--- config.mk ---
export PLATFORM = sky130hd
export DESIGN_NAME = alu_seq
export DESIGN_NICKNAME = d
export VERILOG_FILES = /design/src/rtl/alu_seq.sv
export SDC_FILE = /design/constraint.sdc
export NUM_CORES = 1
export LEC_CHECK = 0
export ABC_AREA = 1
export CAP_MARGIN = 10
export CORE_MARGIN = 2
export CORE_UTILIZATION = 45
export DETAILED_ROUTE_END_ITERATION = 8
export GPL_ROUTABILITY_DRIVEN = 1
export PLACE_DENSITY = 0.63
export SLEW_MARGIN = 20
export SYNTH_ARGS = -nofsm -noshare
export SYNTH_HDL_FRONTEND = slang
export SYNTH_SLANG_ARGS = --single-unit
--- constraint.sdc ---
create_clock -name clk -period 4.3 [get_ports clk]
set_clock_uncertainty 0.2 [all_clocks]
set_input_delay 0.86 -clock clk [delete_from_list [all_inputs] [get_ports clk]]
set_output_delay 0.86 -clock clk [all_outputs]
set_load 0.02 [all_outputs]
--- src/rtl/alu_seq.sv ---
// alu_seq: registered N-bit ALU with carry/overflow/zero flags, signed
// set-less-than and a multi-cycle unsigned shift-add multiplier.
// Single-cycle ops complete one edge after start; MUL keeps busy high for
// WIDTH cycles, then pulses done together with the full 2*WIDTH product.
module alu_seq #(
  parameter int WIDTH = 32
) (
  input  logic             clk,
  input  logic             rst,
  input  logic             start,
  input  logic [2:0]       operation,
  input  logic [WIDTH-1:0] src1,
  input  logic [WIDTH-1:0] src2,
  output logic             busy,
  output logic             done,
  output logic [WIDTH-1:0] result,
  output logic [WIDTH-1:0] result_hi,
  output logic             zero,
  output logic             cout,
  output logic             overflow
);

  localparam int CW = $clog2(WIDTH) + 1;

  // Operation encoding inherited from the 1-bit ALU slice
  localparam logic [2:0] OP_NOP = 3'b000;
  localparam logic [2:0] OP_AND = 3'b001;
  localparam logic [2:0] OP_OR  = 3'b010;
  localparam logic [2:0] OP_ADD = 3'b011;
  localparam logic [2:0] OP_SUB = 3'b100;
  localparam logic [2:0] OP_NOR = 3'b101;
  localparam logic [2:0] OP_SLT = 3'b110;
  localparam logic [2:0] OP_MUL = 3'b111;

  typedef enum logic {
    IDLE = 1'b0,
    MUL  = 1'b1
  } state_t;

  state_t               state_reg, state_next;
  logic [WIDTH-1:0]     mcand_reg, mcand_next;      // multiplicand A
  logic [2*WIDTH-1:0]   acc_reg, acc_next;          // {partial hi, multiplier/product lo}
  logic [CW-1:0]        cnt_reg, cnt_next;
  logic [WIDTH-1:0]     result_reg, result_next;
  logic [WIDTH-1:0]     result_hi_reg, result_hi_next;
  logic                 zero_reg, zero_next;
  logic                 cout_reg, cout_next;
  logic                 overflow_reg, overflow_next;
  logic                 done_reg, done_next;

  // ---------------- single-cycle datapath ----------------
  logic [WIDTH-1:0] and_bits, or_bits, nor_bits;
  logic [WIDTH:0]   add_full, sub_full;
  logic             add_ovf, sub_ovf, slt_less;
  logic [WIDTH-1:0] alu_res;
  logic             alu_cout, alu_ovf;

  // Bitwise unit built as a row of the original 1-bit logic slices
  generate
    for (genvar gi = 0; gi < WIDTH; gi++) begin : g_bit
      assign and_bits[gi] = src1[gi] & src2[gi];
      assign or_bits[gi]  = src1[gi] | src2[gi];
      assign nor_bits[gi] = ~(src1[gi] | src2[gi]);
    end
  endgenerate

  // SUB is A + ~B + 1 so its carry out means "no borrow"
  assign add_full = {1'b0, src1} + {1'b0, src2};
  assign sub_full = {1'b0, src1} + {1'b0, ~src2} + {{WIDTH{1'b0}}, 1'b1};
  assign add_ovf  = (src1[WIDTH-1] == src2[WIDTH-1]) && (add_full[WIDTH-1] != src1[WIDTH-1]);
  assign sub_ovf  = (src1[WIDTH-1] != src2[WIDTH-1]) && (sub_full[WIDTH-1] != src1[WIDTH-1]);
  // Signed less-than: difference sign corrected by overflow
  assign slt_less = sub_full[WIDTH-1] ^ sub_ovf;

  // Select the single-cycle result and flags for the requested operation
  always_comb begin
    alu_res  = '0;
    alu_cout = 1'b0;
    alu_ovf  = 1'b0;
    case (operation)
      OP_AND: alu_res = and_bits;
      OP_OR:  alu_res = or_bits;
      OP_ADD: begin
        alu_res  = add_full[WIDTH-1:0];
        alu_cout = add_full[WIDTH];
        alu_ovf  = add_ovf;
      end
      OP_SUB: begin
        alu_res  = sub_full[WIDTH-1:0];
        alu_cout = sub_full[WIDTH];
        alu_ovf  = sub_ovf;
      end
      OP_NOR: alu_res = nor_bits;
      OP_SLT: alu_res = {{(WIDTH-1){1'b0}}, slt_less};
      default: alu_res = '0;  // NOP (MUL handled by the FSM)
    endcase
  end

  // ---------------- shift-add multiplier step ----------------
  // Add A into the upper half when the current multiplier bit is set,
  // then shift the whole accumulator right by one.
  logic [WIDTH:0]     hi_sum;
  logic [2*WIDTH-1:0] acc_step;
  logic               mul_last;

  assign hi_sum   = {1'b0, acc_reg[2*WIDTH-1:WIDTH]}
                  + (acc_reg[0] ? {1'b0, mcand_reg} : {(WIDTH+1){1'b0}});
  assign acc_step = {hi_sum, acc_reg[WIDTH-1:1]};
  assign mul_last = (cnt_reg == CW'(WIDTH - 1));

  // Next-state and output-register logic for IDLE/MUL control
  always_comb begin
    state_next     = state_reg;
    mcand_next     = mcand_reg;
    acc_next       = acc_reg;
    cnt_next       = cnt_reg;
    result_next    = result_reg;
    result_hi_next = result_hi_reg;
    zero_next      = zero_reg;
    cout_next      = cout_reg;
    overflow_next  = overflow_reg;
    done_next      = 1'b0;
    case (state_reg)
      IDLE: begin
        if (start) begin
          if (operation == OP_MUL) begin
            mcand_next = src1;
            acc_next   = {{WIDTH{1'b0}}, src2};
            cnt_next   = '0;
            state_next = MUL;
          end else begin
            result_next    = alu_res;
            result_hi_next = '0;
            zero_next      = (alu_res == '0);
            cout_next      = alu_cout;
            overflow_next  = alu_ovf;
            done_next      = 1'b1;
          end
        end
      end
      MUL: begin
        acc_next = acc_step;
        cnt_next = cnt_reg + CW'(1);
        if (mul_last) begin
          // Product becomes visible only on completion
          result_next    = acc_step[WIDTH-1:0];
          result_hi_next = acc_step[2*WIDTH-1:WIDTH];
          zero_next      = (acc_step == '0);
          cout_next      = 1'b0;
          overflow_next  = 1'b0;
          done_next      = 1'b1;
          cnt_next       = '0;
          state_next     = IDLE;
        end
      end
      default: state_next = IDLE;
    endcase
  end

  // State and output registers; reset aborts any multiply in progress
  always_ff @(posedge clk) begin
    if (rst) begin
      state_reg     <= IDLE;
      mcand_reg     <= '0;
      acc_reg       <= '0;
      cnt_reg       <= '0;
      result_reg    <= '0;
      result_hi_reg <= '0;
      zero_reg      <= 1'b0;
      cout_reg      <= 1'b0;
      overflow_reg  <= 1'b0;
      done_reg      <= 1'b0;
    end else begin
      state_reg     <= state_next;
      mcand_reg     <= mcand_next;
      acc_reg       <= acc_next;
      cnt_reg       <= cnt_next;
      result_reg    <= result_next;
      result_hi_reg <= result_hi_next;
      zero_reg      <= zero_next;
      cout_reg      <= cout_next;
      overflow_reg  <= overflow_next;
      done_reg      <= done_next;
    end
  end

  assign busy      = (state_reg == MUL);
  assign done      = done_reg;
  assign result    = result_reg;
  assign result_hi = result_hi_reg;
  assign zero      = zero_reg;
  assign cout      = cout_reg;
  assign overflow  = overflow_reg;

endmodule

==> reports/qor_table.md <==
| Metric | This run | Unit |
| --- | --- | --- |
| Number of rows created at floorplan | 68 | - |
| Pleak | 10.18 | nW |
| Die y size | 189.9 | um |
| Sequential share of cell area | 17.05 | % |
| Final instance area | 20,090 | sq um |
| Data arrival at the endpoint of the critical path | 4.31 | ns |
| Post-cts hold-fix buffer tally | 0 | - |
| Flip-flop count of the largest register, all copies and words added | 64 | - |
| Total global routing track utilization | 35.10 | % |
| Non-Clock Buffer Area Fraction | 17.23 | % |
| Post-synthesis instance area | 15,560 | sq um |
| Final setup margin | 0.1420 | ns |
| Simple-gate share of the synthesized area | 36.67 | % |
| Most used standard cell by instance count after synthesis | sky130_fd_sc_hd__nand2_1 | - |
| Hold slack final | 0.2677 | ns |
| Highest-delay cell along the critical path | sky130_fd_sc_hd__clkdlybuf4s50_1 | - |
| PortBufs | 138 | - |
| Residual DRC count | 0 | - |
| Unique cell type count in the Yosys netlist | 46 | - |
| Non-filler cells in the finished layout | 3,410 | - |
| Largest cell class | logic gates | - |
| Post-synthesis compound-gate area fraction | 15.35 | % |
| Max-cap viol count | 0 | - |
| Transition at the pin with the smallest max-transition slack | 1.057 | ns |
| Setup tns final | 0 | ns |
| Area of the chip | 36,080 | sq um |
| Via count of the first global-routing pass | 17,590 | - |
| Number of standard cells after synthesis | 2,619 | - |
| Pins Over Slew Limit | 0 | - |
| Synth area leaders | sky130_fd_sc_hd__dfxtp_1, sky130_fd_sc_hd__nand2_1, sky130_fd_sc_hd__ha_1 | - |
| Sequential cell count of the final layout | 171 | - |
| Xor+xnor area frac | 0.9570 | % |
| Die width | 189.9 | um |
| Share of the core filled with cells in the final layout | 58.59 | % |
| Clock network area share | 2.790 | % |
| Post-detailed-route wirelength per cell | 18.76 | um |
| Layout cells sized above 1 | 15.40 | % |
| Adder and majority gate portion of the synthesized area | 11.61 | % |
| Total length of routed wires | 63,980 | um |
| Antenna Diode Count | 0 | - |
| Clock buffer count | 20 | - |
| Signal inverters | 408 | - |
| Initial antenna violation count | 2 | - |
| Count of routing violations after the opening detailed-route iteration | 1,328 | - |
| Kind of start point of the critical path | input port | - |
| Share of flip-flops with an asynchronous set or reset | 0 | % |
| Pin count of the biggest net entering global routing | 79 | - |
| Path category of the worst min-delay check | reg -> reg | - |
| Synth logic family | simple AND/OR/NAND/NOR gates | - |
| Vias after detailed routing | 18,300 | - |
| Initial DRT Pass Iterations | 7 | - |
| CTS tree | yes | - |
| Pwr Density | 243.6 | nW/um^2 |
| Multi-input combinational cell count | 1,942 | - |
| Placed instance count | 3,375 | - |
| Most common cell type on the critical path | sky130_fd_sc_hd__nand2_1 | - |
| Count of tool warnings | 99 | - |
| Post-CTS Setup Bufs | 0 | - |
| First-pass GRT wire length | 96,720 | um |
| Comb gate area | 10,540 | sq um |
| Multiplexer share of the synthesized area | 0 | % |
| Filler cell count | 3,401 | - |
| Most frequent logic cells in the routed design | sky130_fd_sc_hd__nand2_1, sky130_fd_sc_hd__inv_1, sky130_fd_sc_hd__buf_4 | - |
| Type of the setup path with the least slack | in -> reg | - |
| Element type at the critical path end | flop | - |
| FF/Latch Area | 3425 | sq um |
| Remaining antenna violation count | 0 | - |
| Largest area contributor in the netlist | sky130_fd_sc_hd__dfxtp_1 | - |
| Clock Root Buffer | sky130_fd_sc_hd__clkbuf_16 | - |
| Area Growth Syn to Fin | 29.11 | % |
| Vias per cell | 5.366 | - |
| Tcrit/Tclk final | 96.70 | % |
| Hold violation total from the final report | 0 | - |
| Initial Utilization | 45.38 | % |
| Multi-input combinational area share | 52.48 | % |
| Number of synthesized register bits | 171 | - |
| Status | complete, no violations | - |
| Leading cell type in the layout, fill and taps excluded | sky130_fd_sc_hd__nand2_1 | - |
| Final critical delay including setup and external delays | 4.158 | ns |
| Total number of tap cells | 455 | - |
| Relative slew margins | 29.51 | % |
| Number of buffers created by CTS | 17 | - |
| Synth top cells by count | sky130_fd_sc_hd__nand2_1, sky130_fd_sc_hd__inv_1, sky130_fd_sc_hd__nor2_1 | - |
| Core Box Area | 34,290 | sq um |
| DP Wirelength | 52,150 | um |
| Max clock buf depth | 2 | - |
| Total power | 0.004894 | W |
| Mean instance size in the synthesized netlist | 5.941 | sq um |
| Achievable clock frequency | 240.5 | MHz |
| Cell count in the Yosys report | 2,619 | - |
| Pre-CTS setup slack | -0.5209 | ns |
| PostCTS Resize Cnt | 5 | - |
==> power breakdown <==
group	switching [W]	internal, W	leakage (nW)
clock	0.000719	0.000819	0.275
sequential	0.0000398	0.00164	1.39
combinational	0.00100	0.000671	8.52
total	0.00176	0.00313	10.2
==> per-layer routing <==
metal | track usage, % | part of all wire, % | vias to the layer above
met2 | 59.76 | 47 | 703
met5 | 0 | 0.023 | -
met3 | 5.645 | 6.6 | 149
met1 | 43.57 | 42 | 8423
met4 | 15.68 | 4.5 | 2
li1 | - | - | 9020
==> final timing paths <==
check,start,endpoint,cells past startpoint
setup / recovery,src2[1],zero,31
setup reg to reg,acc_reg[0],zero,20
hold / removal,overflow,overflow,2
hold reg to reg,overflow,overflow,2
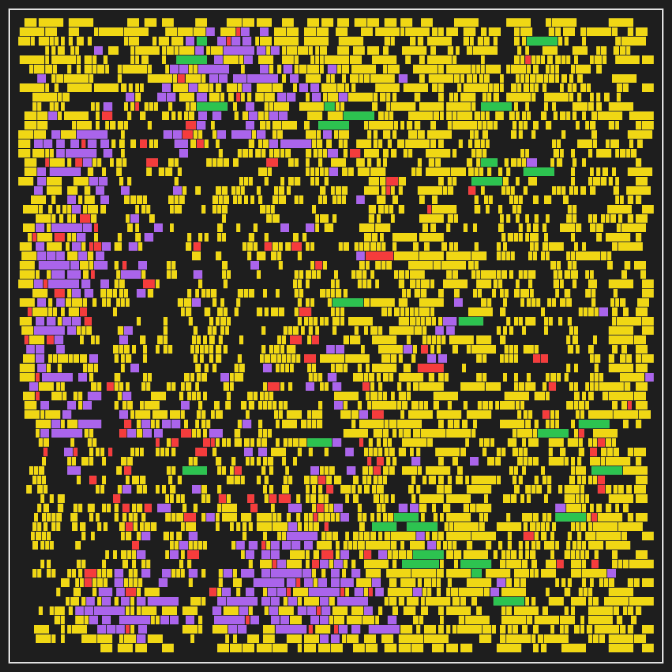
Fig. 1. Sizing map.
Key: x2 = red [cells 121, share 4.1%]; x1 and smaller = yellow [cells 2,500, share 85%]; x3 and x4 = purple [cells 307, share 10%]; x6 and larger = green [cells 27, share 0.91%]

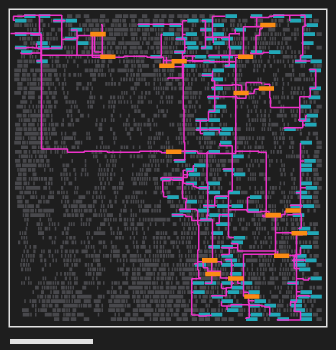
Fig. 2. Clock network drawn from the DEF.
Bar = 50 um.
Key: clock-net drivers = orange [count 17]; clock wires = magenta [length 2,530 um]; flip-flops = cyan [count 171]
There are 18 routed clock nets.

Power is estimated from default activity; no workload was simulated.
